`src/rtl/ame_sched_pkg.sv`:
```
// Shared state encoding and default sizing for the approximation scheduler.
package ame_sched_pkg;

    localparam int unsigned NumReqDefault       = 4;
    localparam int unsigned TagDepthDefault     = 8;
    localparam int unsigned CompDataBitsDefault = 64;

    typedef enum logic [1:0] {
        StIdle  = 2'd0,
        StRun   = 2'd1,
        StDrain = 2'd2
    } sched_state_e;

endpackage

```
`src/rtl/ame_tag_fifo.sv`:
```
// Tag FIFO: remembers which requester owns each in-flight operation, in issue order.
module ame_tag_fifo #(
    parameter int unsigned WIDTH = 2,
    parameter int unsigned DEPTH = 8
) (
    input  logic                     clk,
    input  logic                     rst_n,
    input  logic                     push,
    input  logic [WIDTH-1:0]         wdata,
    input  logic                     pop,
    output logic [WIDTH-1:0]         rdata,
    output logic                     full,
    output logic                     empty,
    output logic [$clog2(DEPTH):0]   count
);
    localparam int unsigned AddrBits = $clog2(DEPTH);

    logic [WIDTH-1:0]    mem [DEPTH];
    logic [AddrBits-1:0] wr_ptr;
    logic [AddrBits-1:0] rd_ptr;
    logic                do_push;
    logic                do_pop;

    assign full    = (count == (AddrBits + 1)'(DEPTH));
    assign empty   = (count == '0);
    assign do_push = push && !full;
    assign do_pop  = pop && !empty;
    assign rdata   = mem[rd_ptr];

    // Pointers wrap naturally since DEPTH is a power of two; count tracks occupancy.
    always_ff @(posedge clk or negedge rst_n) begin
        if (!rst_n) begin
            wr_ptr <= '0;
            rd_ptr <= '0;
            count  <= '0;
        end else begin
            if (do_push) wr_ptr <= wr_ptr + 1'b1;
            if (do_pop)  rd_ptr <= rd_ptr + 1'b1;
            case ({do_push, do_pop})
                2'b10:   count <= count + 1'b1;
                2'b01:   count <= count - 1'b1;
                default: count <= count;
            endcase
        end
    end

    // Storage needs no reset; the empty flag guards stale entries.
    always_ff @(posedge clk) begin
        if (do_push) mem[wr_ptr] <= wdata;
    end

endmodule

```
`src/rtl/ame_num_sched.sv`:
```
// Round-robin scheduler sharing one in-order ame_num_approx pipeline among requesters.
module ame_num_sched
    import ame_sched_pkg::*;
#(
    parameter int unsigned NUM_REQ        = NumReqDefault,
    parameter int unsigned COMP_DATA_BITS = CompDataBitsDefault,
    parameter int unsigned TAG_DEPTH      = TagDepthDefault
) (
    input  logic                                clk_i,
    input  logic                                rst_n_i,
    input  logic                                sched_en_i,
    input  logic [NUM_REQ-1:0]                  req_valid_i,
    input  logic [NUM_REQ*COMP_DATA_BITS-1:0]   req_data_i,
    output logic [NUM_REQ-1:0]                  req_ready_o,
    output logic                                comp_init_o,
    output logic [COMP_DATA_BITS-1:0]           comp_data_o,
    input  logic                                comp_done_i,
    input  logic [$clog2(COMP_DATA_BITS)-1:0]   comp_data_i,
    output logic                                rsp_valid_o,
    output logic [$clog2(NUM_REQ)-1:0]          rsp_id_o,
    output logic [$clog2(COMP_DATA_BITS)-1:0]   rsp_data_o,
    output logic                                busy_o,
    output logic                                err_o
);
    localparam int unsigned IdBits  = $clog2(NUM_REQ);
    localparam int unsigned CntBits = $clog2(TAG_DEPTH) + 1;

    sched_state_e                state;
    logic [IdBits-1:0]           ptr;
    logic [IdBits:0]             cand;
    logic [IdBits-1:0]           grant_idx;
    logic                        found;
    logic                        can_grant;
    logic [NUM_REQ-1:0]          grant;
    logic                        transfer;
    logic                        pop;
    logic                        spurious;
    logic [COMP_DATA_BITS-1:0]   operand;
    logic                        fifo_full;
    logic                        fifo_empty;
    logic [IdBits-1:0]           head_tag;
    logic [CntBits-1:0]          outstanding;

    // Round-robin search: first valid requester at or after ptr, modulo NUM_REQ.
    always_comb begin
        found     = 1'b0;
        grant_idx = ptr;
        cand      = '0;
        for (int unsigned k = 0; k < NUM_REQ; k++) begin
            cand = {1'b0, ptr} + (IdBits + 1)'(k);
            if (cand >= (IdBits + 1)'(NUM_REQ)) cand = cand - (IdBits + 1)'(NUM_REQ);
            if (!found && req_valid_i[cand[IdBits-1:0]]) begin
                found     = 1'b1;
                grant_idx = cand[IdBits-1:0];
            end
        end
    end

    // Grant only while running, enabled and with a free tag slot.
    assign can_grant = (state == StRun) && sched_en_i && !fifo_full;

    // One-hot ready from the search result.
    always_comb begin
        grant = '0;
        if (can_grant && found) grant[grant_idx] = 1'b1;
    end

    assign req_ready_o = grant;
    assign transfer    = |(grant & req_valid_i);
    assign pop         = comp_done_i && !fifo_empty;
    assign spurious    = comp_done_i && fifo_empty;
    assign busy_o      = (state != StIdle);

    // Operand of the granted requester.
    always_comb begin
        operand = '0;
        for (int unsigned k = 0; k < NUM_REQ; k++) begin
            if (grant[k]) operand = req_data_i[k*COMP_DATA_BITS +: COMP_DATA_BITS];
        end
    end

    // Control FSM: drain waits for every outstanding result before going idle.
    always_ff @(posedge clk_i or negedge rst_n_i) begin
        if (!rst_n_i) begin
            state <= StIdle;
        end else begin
            unique case (state)
                StIdle: begin
                    if (sched_en_i) state <= StRun;
                end
                StRun: begin
                    if (!sched_en_i) state <= (outstanding != '0) ? StDrain : StIdle;
                end
                StDrain: begin
                    if (sched_en_i)              state <= StRun;
                    else if (outstanding == '0) state <= StIdle;
                end
                default: state <= StIdle;
            endcase
        end
    end

    // Arbitration pointer moves past the winner; holds when nothing is granted.
    always_ff @(posedge clk_i or negedge rst_n_i) begin
        if (!rst_n_i) begin
            ptr <= '0;
        end else if (transfer) begin
            ptr <= (grant_idx == IdBits'(NUM_REQ - 1)) ? '0 : grant_idx + 1'b1;
        end
    end

    // Sticky error: a result arrived with no tag to match it against.
    always_ff @(posedge clk_i or negedge rst_n_i) begin
        if (!rst_n_i) begin
            err_o <= 1'b0;
        end else if (spurious) begin
            err_o <= 1'b1;
        end
    end

    // Issue register towards the approximation pipeline; data holds between issues.
    always_ff @(posedge clk_i or negedge rst_n_i) begin
        if (!rst_n_i) begin
            comp_init_o <= 1'b0;
            comp_data_o <= '0;
        end else begin
            comp_init_o <= transfer;
            if (transfer) comp_data_o <= operand;
        end
    end

    // Response register: pair each returning result with the oldest tag.
    always_ff @(posedge clk_i or negedge rst_n_i) begin
        if (!rst_n_i) begin
            rsp_valid_o <= 1'b0;
            rsp_id_o    <= '0;
            rsp_data_o  <= '0;
        end else begin
            rsp_valid_o <= pop;
            if (pop) begin
                rsp_id_o   <= head_tag;
                rsp_data_o <= comp_data_i;
            end
        end
    end

    ame_tag_fifo #(
        .WIDTH (IdBits),
        .DEPTH (TAG_DEPTH)
    ) u_tag_fifo (
        .clk   (clk_i),
        .rst_n (rst_n_i),
        .push  (transfer),
        .wdata (grant_idx),
        .pop   (pop),
        .rdata (head_tag),
        .full  (fifo_full),
        .empty (fifo_empty),
        .count (outstanding)
    );

endmodule
```
`config.mk`:
```
export PLATFORM = sky130hd
export DESIGN_NAME = ame_num_sched
export DESIGN_NICKNAME = d
export VERILOG_FILES = /design/src/rtl/ame_sched_pkg.sv /design/src/rtl/ame_tag_fifo.sv /design/src/rtl/ame_num_sched.sv
export SDC_FILE = /design/constraint.sdc
export NUM_CORES = 1
export LEC_CHECK = 0
export CAP_MARGIN = 20
export CELL_PAD_IN_SITES_DETAIL_PLACEMENT = 1
export CELL_PAD_IN_SITES_GLOBAL_PLACEMENT = 1
export CORE_MARGIN = 1
export CORE_UTILIZATION = 27
export CTS_BUF_LIST = sky130_fd_sc_hd__clkbuf_8
export DETAILED_ROUTE_END_ITERATION = 16
export PLACE_DENSITY_LB_ADDON = 0.1
export SYNTH_ARGS = -nofsm -noshare
export SYNTH_HDL_FRONTEND = slang
export SYNTH_SLANG_ARGS = --single-unit
```
`constraint.sdc`:
```
create_clock -name clk_i -period 3.4 [get_ports clk_i]
set_input_delay 0.51 -clock clk_i [delete_from_list [all_inputs] [get_ports clk_i]]
set_output_delay 0.51 -clock clk_i [all_outputs]
set_load 0.05 [all_outputs]
```
### Sequential cells grouped by signal name

Other sequential cells in the stronger gray, the rest of the logic in the fainter gray.
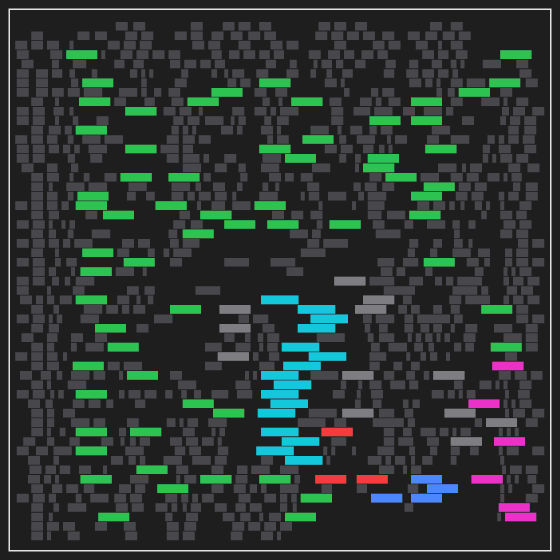
[blue] u_tag_fifo.count | placed flops: 4 | where: bottom right
[magenta] rsp_data_o | placed flops: 6 | where: bottom right
[red] u_tag_fifo.rd_ptr | placed flops: 3
[green] comp_data_o | placed flops: 64 | where: spread over the die
[cyan] u_tag_fifo.mem | placed flops: 16
sequential fraction of total cell area: 25.5%
sequential-cell power consumption: 2.16 mW
utilization after layout: 46.2%
total area of sequential cells: 0.00271 sq mm

### Cells colored by class

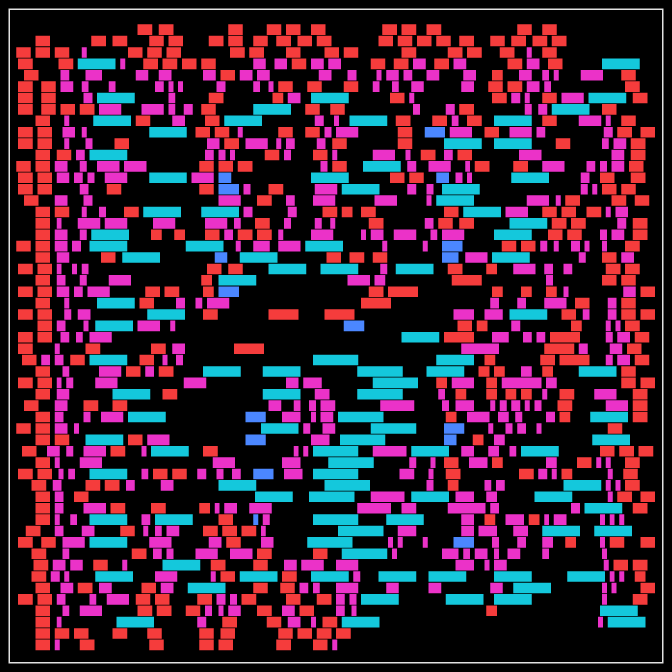
[red] other buffers and delay cells | cells: 389 | share of their area: 38%
[cyan] flops | cells: 105 | share of their area: 27%
[blue] clock drivers and dummy loads | cells: 16 | share of their area: 1.8%
[magenta] all other logic | cells: 438 | share of their area: 33%
CORE AREA: 0.0229 sq mm
cell area after layout: 0.0106 sq mm
number of rows created at floorplan: 55

==> run notes <==
Implementation status.

- Looking at area per cell type in the netlist, the leader is sky130_fd_sc_hd__dfrtp_1.
- The warning total across the stage logs is 30.
- Per the final layout report, the fraction of cells sized above drive strength 1 comes to 15.6%.
- The area recorded from the Yosys report for this design is about 0.0064 sq mm.
- The detailed-route wire length per cell is approximately 19 um.
- The library cell appearing most often on the critical path is sky130_fd_sc_hd__a21oi_1.
- The global routing stage identified its most utilized layer as met2.
- In this run the critical register-to-register path is launched from ptr[1]$_DFFE_PN0P_.
- Yosys stat counts 591 cells in the synthesized netlist.
- STA classifies the critical path startpoint as an input pin.
- The post-detailed-route via-to-cell ratio is 4.80.
- The sum of routed wire length over all layers is 24300 um.
- The critical path in the final layout is reported with a setup slack of around 0.12 ns.
- Relative to the synthesized area, the layout overhead comes to 66.2%.
- After detailed routing, the number of remaining DRC violations is 0.
- The combinational power reported by the tool is 5.75 mW.
- The part of the Yosys area used for sequential elements is a little over two fifths.
- The synthesis run shows the most used standard cells to be 92 x sky130_fd_sc_hd__nand2_1, 89 x sky130_fd_sc_hd__dfrtp_1, 71 x sky130_fd_sc_hd__a21oi_1, 65 x sky130_fd_sc_hd__nor2b_1, 64 x sky130_fd_sc_hd__a221oi_1.
- The most popular library cell in the synthesized design by count is sky130_fd_sc_hd__nand2_1.
- The initial antenna violation count is 0.
- The number of max-slew violations in the final report is 0.
- The clock input transition at the sequential cells of the worst setup and hold paths is 0.11 ns.
- The run reported a max-capacitance violation count of 0.
- TritonCTS built the clock tree.
- The register with the most flip-flops in the layout has 64 of them.
- Setup repair after global routing left no endpoint under its margin.
- Of the total synthesized cell area, the portion taken by AND, OR, NAND and NOR gates is 15.3%.
- On met2, the global router reports a usage of 36.5%.
- Per the repair_timing log after CTS, setup buffers inserted total 0.
- The flow ran to the end, and the final reports show no timing, DRC or antenna violations.
- Each instance of the synthesized netlist takes up on average 10.8 sq um.
- By area the synthesized netlist is led by sky130_fd_sc_hd__dfrtp_1 35%, sky130_fd_sc_hd__mux2_4 15%, sky130_fd_sc_hd__a221oi_1 8.8%.
- The skew report gives the latency at the later pin of the worst-skew pair as 0.39 ns.
- The worst hold-check path type is in -> async.
- In this run switching power makes up 46.6% of total power.
- The portion of the clock cycle consumed by the worst path in the final layout is 96.5%.
- For reference, the critical path cell chain is clkdlybuf4s50_1 > nand2b_1 > a21oi_1 > a21oi_1 > o21ai_1 > ha_4 > buf_4 > and2_1 > buf_12.
- The power report puts the leakage power at 4.15 nW.
- The final period demand of the worst path is 3.28 ns.
- Of the total power, registers draw 24.8%.
- The complex-gate fraction of the synthesized area is 16.4%.
- The clock network power reported by the tool is around 0.8 mW.
- The net count after synthesis is 870.
- The leading cell type in the layout, fill and taps excluded is sky130_fd_sc_hd__clkdlybuf4s50_1.
- The xor/xnor cell area share of the yosys netlist is 1.37%.
- The number of primary I/O pins is 350.
- Leaving out fill and tap cells, the most frequent cells in the layout are 344 x sky130_fd_sc_hd__clkdlybuf4s50_1, 92 x sky130_fd_sc_hd__nand2_1, 89 x sky130_fd_sc_hd__dfrtp_1.
- The count of H-tree levels built during CTS is 3.
- The proportion of synthesized area in mux cells is 17.1%.
- The net count of the finished layout is 1222.
### Logic cells by family

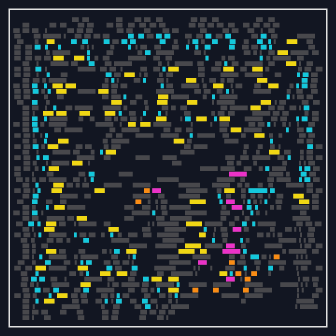
[cyan] inverting AOI/OAI gates | cells: 149 | where: spread over the die
[magenta] adder and majority cells | cells: 9
[orange] XOR/XNOR gates | cells: 10
[yellow] multiplexers | cells: 72 | where: spread over the die
Comb/total area: 31.8%
Cell Count, Final, Fillers Out: 1261

### The clock network

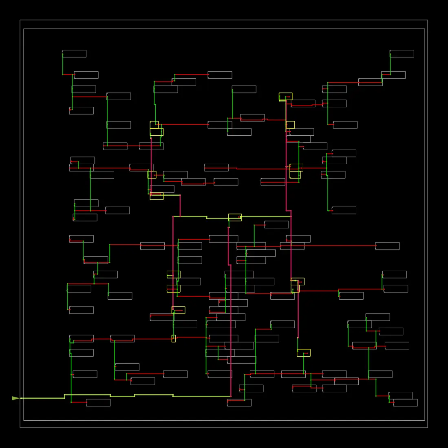
skew final: 0.0158 ns
number of clock buffers in the layout: 10
flip-flops: 105
number of CTS-inserted buffers: 9

## final cells by class
cell class / count / area, sq um
fillers: 2534 / 12300
inverters: 9 / 38.8
multi-input cells: 429 / 3370
clock inverters: 6 / 50.0
repair buffers: 389 / 3910
well taps: 313 / 392
clock buffers: 10 / 138
flip-flops and latches: 105 / 2710
## through the flow
stage / instances / hold slack, ns / instance area [sq um]
2_1_floorplan: 591 / 0.214 / 6400
3_3_place_gp: 1245 / 0.450 / 10400
3_5_place_dp: 1245 / 0.469 / 10400
4_1_cts: 1261 / 0.284 / 10600
5_1_grt: 1261 / 0.333 / 10600
6_report: 1261 / 0.264 / 10600
## critical path, delay by kind of cell
kind                       cells  cell delay (ns)
buffers and inverters          3             1.08
AOI/OAI and AO/OA              3             0.61
and+or+nand+nor                2             0.36
adders and majority gates      1             0.20
No activity file was given, so power comes from the tool's default toggle rates.
